**src/rtl/lcd_pkg.sv**
```systemverilog
// Shared definitions for the HD44780-style LCD bus: instruction opcode masks, the ASCII space
// used for clearing, FSM state encodings and a helper that classifies an instruction byte.
// Both the display-side responder and the controllers that drive the bus import this package.
package lcd_pkg;

  // Instruction opcodes. The highest set bit selects the instruction class, so each constant
  // also serves as the mask for that class.
  localparam logic [7:0] OpClear    = 8'h01;
  localparam logic [7:0] OpHome     = 8'h02;
  localparam logic [7:0] OpEntry    = 8'h04;
  localparam logic [7:0] OpDisplay  = 8'h08;
  localparam logic [7:0] OpShift    = 8'h10;
  localparam logic [7:0] OpFuncSet  = 8'h20;
  localparam logic [7:0] OpSetCgram = 8'h40;
  localparam logic [7:0] OpSetDdram = 8'h80;

  localparam logic [7:0] AsciiSpace = 8'h20;

  // Responder FSM state encodings.
  typedef logic [1:0] lcd_state_t;
  localparam lcd_state_t StIdle  = 2'd0;
  localparam lcd_state_t StExec  = 2'd1;
  localparam lcd_state_t StClear = 2'd2;
  localparam lcd_state_t StBusy  = 2'd3;

  typedef enum logic [2:0] {
    CmdNop,
    CmdClear,
    CmdHome,
    CmdEntry,
    CmdDisplay,
    CmdFuncSet,
    CmdSetDdram
  } lcd_cmd_e;

  // Classify an instruction byte by its leading one. Shift, CGRAM address and 0x00 carry no
  // modelled state and map to CmdNop.
  function automatic lcd_cmd_e lcd_decode(input logic [7:0] op);
    lcd_cmd_e cmd;
    if (|(op & OpSetDdram))      cmd = CmdSetDdram;
    else if (|(op & OpSetCgram)) cmd = CmdNop;
    else if (|(op & OpFuncSet))  cmd = CmdFuncSet;
    else if (|(op & OpShift))    cmd = CmdNop;
    else if (|(op & OpDisplay))  cmd = CmdDisplay;
    else if (|(op & OpEntry))    cmd = CmdEntry;
    else if (|(op & OpHome))     cmd = CmdHome;
    else if (|(op & OpClear))    cmd = CmdClear;
    else                         cmd = CmdNop;
    return cmd;
  endfunction

endpackage

```
**src/rtl/lcd_ddram.sv**
```systemverilog
// DDRAM shadow: 2^AW x 8 RAM with one write port and one registered read port.
// Ports: clk_i clock; rst_i async active-high reset (clears only the read register);
//        we_i/waddr_i/wdata_i write port; raddr_i read address; rdata_o registered read data.
module lcd_ddram #(
  parameter int unsigned AW = 5
) (
  input  logic          clk_i,
  input  logic          rst_i,
  input  logic          we_i,
  input  logic [AW-1:0] waddr_i,
  input  logic [7:0]    wdata_i,
  input  logic [AW-1:0] raddr_i,
  output logic [7:0]    rdata_o
);

  logic [7:0] mem_q [2**AW];
  logic [7:0] rdata_q;

  // Contents are deliberately not reset.
  always_ff @(posedge clk_i) begin
    if (we_i) begin
      mem_q[waddr_i] <= wdata_i;
    end
  end

  always_ff @(posedge clk_i or posedge rst_i) begin
    if (rst_i) begin
      rdata_q <= 8'h00;
    end else begin
      rdata_q <= mem_q[raddr_i];
    end
  end

  assign rdata_o = rdata_q;

endmodule

```
**src/rtl/lcd_bus_responder.sv**
```systemverilog
// Display end of the 8-bit HD44780-style LCD bus. Synchronizes the asynchronous bus, captures
// writes on the falling edge of EN, decodes instructions and characters, keeps a DDRAM shadow,
// models the busy flag and address counter, answers busy-flag reads and flags protocol errors.
// Ports: clk/rst clock and async active-high reset; LCD_RS/LCD_EN/LCD_RW/LCD_DATA bus inputs;
//        LCD_DATA_OUT/LCD_DATA_OE busy-flag read-back; rd_addr/rd_char shadow read port;
//        char_valid/char_addr/char_data written-character pulse; busy, ac, display_on,
//        init_done status; protocol_err sticky error with err_clr.
module lcd_bus_responder
  import lcd_pkg::*;
#(
  parameter int unsigned DDRAM_AW     = 5,
  parameter int unsigned BUSY_CYCLES  = 2650,
  parameter int unsigned CLEAR_CYCLES = 150000
) (
  input  logic                clk,
  input  logic                rst,
  input  logic                LCD_RS,
  input  logic                LCD_EN,
  input  logic                LCD_RW,
  input  logic [7:0]          LCD_DATA,
  output logic [7:0]          LCD_DATA_OUT,
  output logic                LCD_DATA_OE,
  input  logic [DDRAM_AW-1:0] rd_addr,
  output logic [7:0]          rd_char,
  output logic                char_valid,
  output logic [DDRAM_AW-1:0] char_addr,
  output logic [7:0]          char_data,
  output logic                busy,
  output logic [DDRAM_AW-1:0] ac,
  output logic                display_on,
  output logic                init_done,
  output logic                protocol_err,
  input  logic                err_clr
);

  localparam int unsigned MaxCycles = (CLEAR_CYCLES > BUSY_CYCLES) ? CLEAR_CYCLES : BUSY_CYCLES;
  localparam int unsigned CntW      = $clog2(MaxCycles + 1);
  // EXEC is the first busy cycle, so the counter holds the cycles remaining after it.
  localparam logic [CntW-1:0] BusyLoad  = CntW'(BUSY_CYCLES - 1);
  localparam logic [CntW-1:0] ClearLoad = CntW'(CLEAR_CYCLES - 1);

  // Bus synchronizer: {RS, RW, EN, DATA[7:0]}.
  logic [10:0] sync1_q, sync2_q;
  logic        en_prev_q;
  logic        rs_s, rw_s, en_s;
  logic [7:0]  data_s;
  logic        en_fall, en_rise, wr_accept;

  always_ff @(posedge clk or posedge rst) begin
    if (rst) begin
      sync1_q   <= '0;
      sync2_q   <= '0;
      en_prev_q <= 1'b0;
    end else begin
      sync1_q   <= {LCD_RS, LCD_RW, LCD_EN, LCD_DATA};
      sync2_q   <= sync1_q;
      en_prev_q <= en_s;
    end
  end

  assign rs_s      = sync2_q[10];
  assign rw_s      = sync2_q[9];
  assign en_s      = sync2_q[8];
  assign data_s    = sync2_q[7:0];
  assign en_fall   = en_prev_q & ~en_s;
  assign en_rise   = ~en_prev_q & en_s;
  assign wr_accept = en_fall & ~rw_s;

  lcd_state_t          state_q, state_d;
  logic [CntW-1:0]     cnt_q, cnt_d;
  logic [DDRAM_AW-1:0] fill_q, fill_d;
  logic [DDRAM_AW-1:0] ac_q, ac_d;
  logic                id_q, id_d;
  logic                disp_q, disp_d;
  logic                init_q, init_d;
  logic                err_q, err_d;
  logic                txn_rs_q, txn_rs_d;
  logic [7:0]          txn_data_q, txn_data_d;

  logic                err_set;
  logic                busy_w;
  logic                ram_we;
  logic [DDRAM_AW-1:0] ram_waddr;
  logic [7:0]          ram_wdata;
  lcd_cmd_e            cmd;

  assign busy_w = (state_q != StIdle);
  assign cmd    = lcd_decode(txn_data_q);

  always_comb begin
    state_d    = state_q;
    cnt_d      = cnt_q;
    fill_d     = fill_q;
    ac_d       = ac_q;
    id_d       = id_q;
    disp_d     = disp_q;
    init_d     = init_q;
    txn_rs_d   = txn_rs_q;
    txn_data_d = txn_data_q;
    err_set    = 1'b0;
    ram_we     = 1'b0;
    ram_waddr  = ac_q;
    ram_wdata  = txn_data_q;

    case (state_q)
      StIdle: begin
        if (wr_accept) begin
          if (rs_s && !init_q) begin
            err_set = 1'b1;
          end else begin
            state_d    = StExec;
            txn_rs_d   = rs_s;
            txn_data_d = data_s;
          end
        end
      end

      StExec: begin
        cnt_d = BusyLoad;
        if (txn_rs_q) begin
          ram_we = 1'b1;
          ac_d   = id_q ? ac_q + DDRAM_AW'(1) : ac_q - DDRAM_AW'(1);
        end else begin
          case (cmd)
            CmdClear: begin
              cnt_d  = ClearLoad;
              ac_d   = '0;
              id_d   = 1'b1;
              fill_d = '0;
            end
            CmdHome: begin
              cnt_d = ClearLoad;
              ac_d  = '0;
            end
            CmdEntry:    id_d   = txn_data_q[1];
            CmdDisplay:  disp_d = txn_data_q[2];
            CmdFuncSet: begin
              if (txn_data_q[4]) init_d  = 1'b1;
              else               err_set = 1'b1;
            end
            CmdSetDdram: ac_d = txn_data_q[DDRAM_AW-1:0];
            default: ;
          endcase
        end

        if (!txn_rs_q && cmd == CmdClear) begin
          state_d = StClear;
        end else begin
          state_d = (cnt_d == '0) ? StIdle : StBusy;
        end
      end

      StClear: begin
        ram_we    = 1'b1;
        ram_waddr = fill_q;
        ram_wdata = AsciiSpace;
        fill_d    = fill_q + DDRAM_AW'(1);
        if (cnt_q != '0) cnt_d = cnt_q - CntW'(1);
        // Fill cycles share the clear busy budget; leave early if it is already spent.
        if (&fill_q) begin
          state_d = (cnt_q <= CntW'(1)) ? StIdle : StBusy;
        end
      end

      StBusy: begin
        if (cnt_q != '0) cnt_d = cnt_q - CntW'(1);
        if (cnt_q <= CntW'(1)) state_d = StIdle;
      end

      default: state_d = StIdle;
    endcase

    // A write landing while busy is dropped; data reads are unsupported.
    if (wr_accept && busy_w) err_set = 1'b1;
    if (en_rise && rw_s && rs_s) err_set = 1'b1;

    err_d = err_q;
    if (err_clr) err_d = 1'b0;
    if (err_set) err_d = 1'b1;
  end

  always_ff @(posedge clk or posedge rst) begin
    if (rst) begin
      state_q    <= StIdle;
      cnt_q      <= '0;
      fill_q     <= '0;
      ac_q       <= '0;
      id_q       <= 1'b1;
      disp_q     <= 1'b0;
      init_q     <= 1'b0;
      err_q      <= 1'b0;
      txn_rs_q   <= 1'b0;
      txn_data_q <= 8'h00;
    end else begin
      state_q    <= state_d;
      cnt_q      <= cnt_d;
      fill_q     <= fill_d;
      ac_q       <= ac_d;
      id_q       <= id_d;
      disp_q     <= disp_d;
      init_q     <= init_d;
      err_q      <= err_d;
      txn_rs_q   <= txn_rs_d;
      txn_data_q <= txn_data_d;
    end
  end

  lcd_ddram #(
    .AW (DDRAM_AW)
  ) u_ddram (
    .clk_i   (clk),
    .rst_i   (rst),
    .we_i    (ram_we),
    .waddr_i (ram_waddr),
    .wdata_i (ram_wdata),
    .raddr_i (rd_addr),
    .rdata_o (rd_char)
  );

  assign LCD_DATA_OE  = en_s & rw_s & ~rs_s;
  assign LCD_DATA_OUT = LCD_DATA_OE ? {busy_w, 7'(ac_q)} : 8'h00;

  assign char_valid   = (state_q == StExec) & txn_rs_q;
  assign char_addr    = ac_q;
  assign char_data    = txn_data_q;
  assign busy         = busy_w;
  assign ac           = ac_q;
  assign display_on   = disp_q;
  assign init_done    = init_q;
  assign protocol_err = err_q;

endmodule

```
**config.mk**
```make
export PLATFORM = sky130hd
export DESIGN_NAME = lcd_bus_responder
export DESIGN_NICKNAME = d
export VERILOG_FILES = /design/src/rtl/lcd_pkg.sv /design/src/rtl/lcd_ddram.sv /design/src/rtl/lcd_bus_responder.sv
export SDC_FILE = /design/constraint.sdc
export NUM_CORES = 1
export LEC_CHECK = 0
export ABC_AREA = 1
export CAP_MARGIN = 10
export CORE_MARGIN = 5
export CORE_UTILIZATION = 40
export DETAILED_ROUTE_END_ITERATION = 12
export RECOVER_POWER = 25
export SYNTH_ARGS = -nofsm -noshare
export SYNTH_HDL_FRONTEND = slang
export SYNTH_SLANG_ARGS = --single-unit
export TNS_END_PERCENT = 50
```
**constraint.sdc**
```tcl
create_clock -name clk -period 3.1 [get_ports clk]
set_clock_uncertainty 0.15 [all_clocks]
set_input_delay 0.31 -clock clk [delete_from_list [all_inputs] [get_ports clk]]
set_output_delay 0.31 -clock clk [all_outputs]
set_load 0.02 [all_outputs]
```
m4.png
Scale bar: 50 µm.
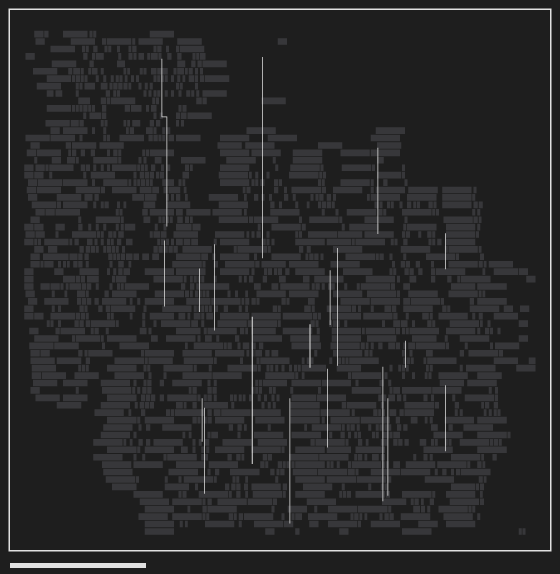
- nets with wire on the layer: 12
- main direction: vertical
- share of all routed wire: 1.8%
- longest straight run: 73.4 µm

sizing.png
Scale bar: 50 µm.
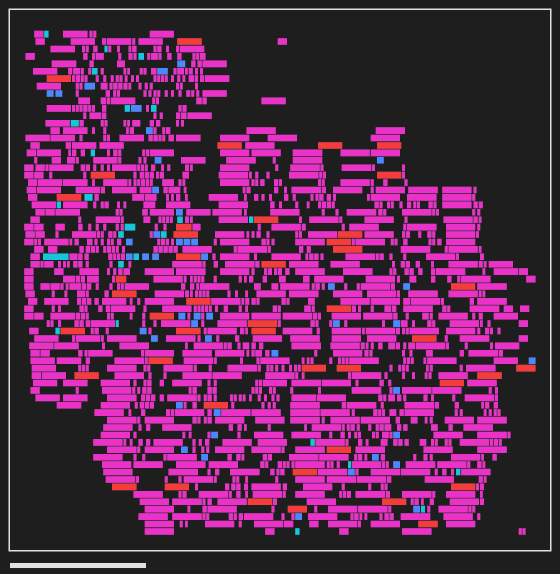
- cyan: x2 (cells 25; share 1.7%; most used clkinv_2)
- blue: x3 and x4 (cells 45; share 3.1%; most used buf_4)
- red: x6 and larger (cells 44; share 3.0%; most used clkbuf_16)
- magenta: x1 and smaller (cells 1,335; share 92%; most used nand2_1)

==> reports/summary.rpt <==
OUTCOME
---------------------------------------------------------------------------
Outcome ...................................................... finished clean

SYNTH
---------------------------------------------------------------------------
Complex-gate fraction of the synthesized area ................       5.928%
Number of synthesized flops with an enable pin ...............          256
Number of warning messages in the yosys log ..................            0
Post-synthesis cell area .....................................   14,120 µm²
Yosys cell count .............................................        1,346
Dominant comb cell ........................................... simple AND/OR/NAND/NOR gates
Adder-cell share of the synthesized area .....................       1.117%
Top-area cell type share of the netlist area .................       54.44%
Most frequently used flop master after synthesis ............. sky130_fd_sc_hd__edfxtp_1
Average cell area after synthesis ............................    10.49 µm²
Syn Inst Count ...............................................        1,346
Leading area contributor after synthesis ..................... sky130_fd_sc_hd__edfxtp_1
Number of storage elements in the synthesis netlist ..........          330
Chip area in the Yosys report ................................   14,120 µm²

SETUP PATH
---------------------------------------------------------------------------
Worst Path Arrival ...........................................      2830 ps
Crit path DRT ................................................      3100 ps
Worst stage delay on the critical path .......................       530 ps
CP bufs+invs .................................................            4
Crit path to ................................................. u_ddram.mem_q[25][6]
Critical-path top delay cell ................................. sky130_fd_sc_hd__nor2_1
Series of cell instances along the critical path ............. inv_1, ha_1, buf_4, inv_1, or2_2, o21ai_0, nand3_1, buf_4, nor2_1
Sort of element at the end of the critical path ..............     register
R2R setup slack ..............................................       280 ps
Worst Path Class, Setup ...................................... register to register
Kind of cell adding the most delay to the critical path ...... simple AND/OR/NAND/NOR gates
Startpoint types .............................................     register

GRT
---------------------------------------------------------------------------
GR met2 Demand/Resource ......................................       29.11%
First-pass GRT wire length ...................................    55,040 µm
Global Route met3 Usage ......................................       3.165%
Maximum number of pins on one net before global-route repair .          127
Global Route met1 Usage ......................................       25.23%
Global-route layer with the greatest usage ...................         met2

PWR
---------------------------------------------------------------------------
PD cells ..................................................... 847.8 nW/µm²
Part of the power in the clock network .......................        29.0%
Sequential fraction of design power ..........................        43.7%
Flip-flop and latch power ....................................      6.09 mW
Power consumption ............................................     13.91 mW
Power spent charging and discharging nets ....................     4.800 mW
Leading power group .......................................... sequential cells

FINAL TIMING
---------------------------------------------------------------------------
Achievable Freq ..............................................    354.3 MHz
Number of hold-slack violations in the final timing report ...            0
Worst hold slack after final layout ..........................     189.0 ps
Clock period minus worst slack ...............................      2822 ps
Setup WS post-layout .........................................     277.8 ps

LAYOUT
---------------------------------------------------------------------------
Count of antenna diodes in the layout ........................            0
Share of layout cells above drive strength 1 .................       7.867%
Most used cells in the layout excluding fill and tap cells ... 416 x sky130_fd_sc_hd__nand2_1, 256 x sky130_fd_sc_hd__edfxtp_1, 146 x sky130_fd_sc_hd__nand3_1, 139 x sky130_fd_sc_hd__nor2_1, 73 x sky130_fd_sc_hd__dfrtp_1
Final core utilization .......................................       47.28%
Final cell count without fillers .............................        1,904
# fillers ....................................................        3,207

ROUTING
---------------------------------------------------------------------------
Final routed wirelength across all metal layers ..............    34,790 µm
Detailed-router iteration count before antenna repair ........            5
Met2 routed wirelength .......................................    16,440 µm
Metal-1 WL ...................................................    15,860 µm
Met3 layer wire length in the routed design ..................      1865 µm
WL/cell ......................................................     18.27 µm

CTS
---------------------------------------------------------------------------
Later-pin clock latency in the skew report ...................       530 ps
Buffer count from post-CTS setup fixing ......................            0
Clock root cell .............................................. sky130_fd_sc_hd__clkbuf_16
Clock slew at reported path FFs ..............................        60 ps

FLOORPLAN
---------------------------------------------------------------------------
Standard-cell rows ...........................................           68
# IOs ........................................................           59
Width of the chip ............................................     197.9 µm
Core Density at Floorplan ....................................       40.68%

HOLD PATH
---------------------------------------------------------------------------
Worst hold path class ........................................ input port to register
Hold wc startpoint ...........................................  LCD_DATA[3]
Worst hold endpoint ..........................................   sync1_q[3]

PLACED DESIGN
---------------------------------------------------------------------------
Instance area after placement ................................   15,320 µm²
Post-placement cell count ....................................        1,837

FLOW RUN
---------------------------------------------------------------------------
Number of warnings in the stage logs .........................           34

m2.png
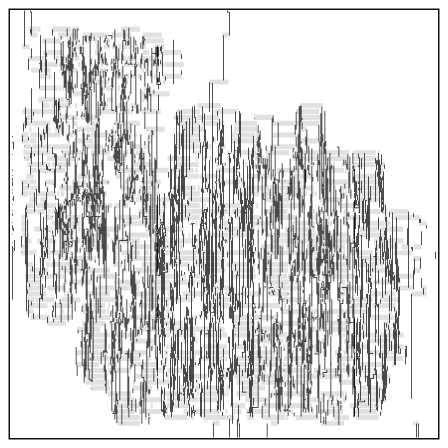
- nets with wire on the layer: 1,096
- share of all routed wire: 47%
- wire length on this layer: 16,400 µm

clock_nets.png
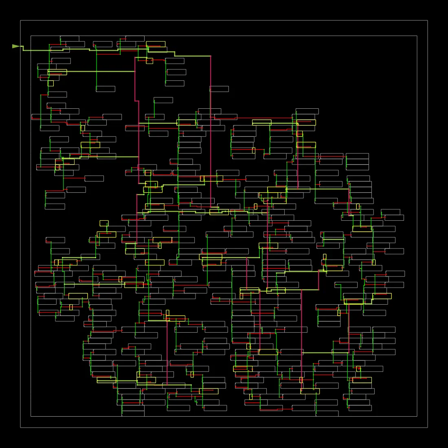
number of buffers added by the clock tree synthesis step: 36
CTS sink count: 330
sequential cells: 330

## timing repair
action / 4_1_cts / 5_1_grt
hold endpoints to repair: 12 / 0
hold buffers: 1 / 0
gates resized: 0 / 0
## layout make-up
cell class / count / area (µm²) / area share, %
well taps: 455 / 569.3 / 3.469
clock buffers: 45 / 955.9 / 5.824
repair buffers: 103 / 923.4 / 5.626
multi-input cells: 895 / 4040 / 24.62
flip-flops and latches: 330 / 9540 / 58.13
clock inverters: 21 / 175.2 / 1.067
inverters: 55 / 209.0 / 1.273
## sequential cells by signal, indices dropped and copies added (netlist names)
register,count
en_prev_q,1
state_q,2
id_q,1
init_done,1
sync1_q,11
fill_q,5
u_ddram.rdata_o,8
char_data,8
protocol_err,1
sync2_q,11
u_ddram.mem_q,256
cnt_q,18
ac,5
txn_rs_q,1
display_on,1
No activity file was given, so power comes from the tool's default toggle rates.
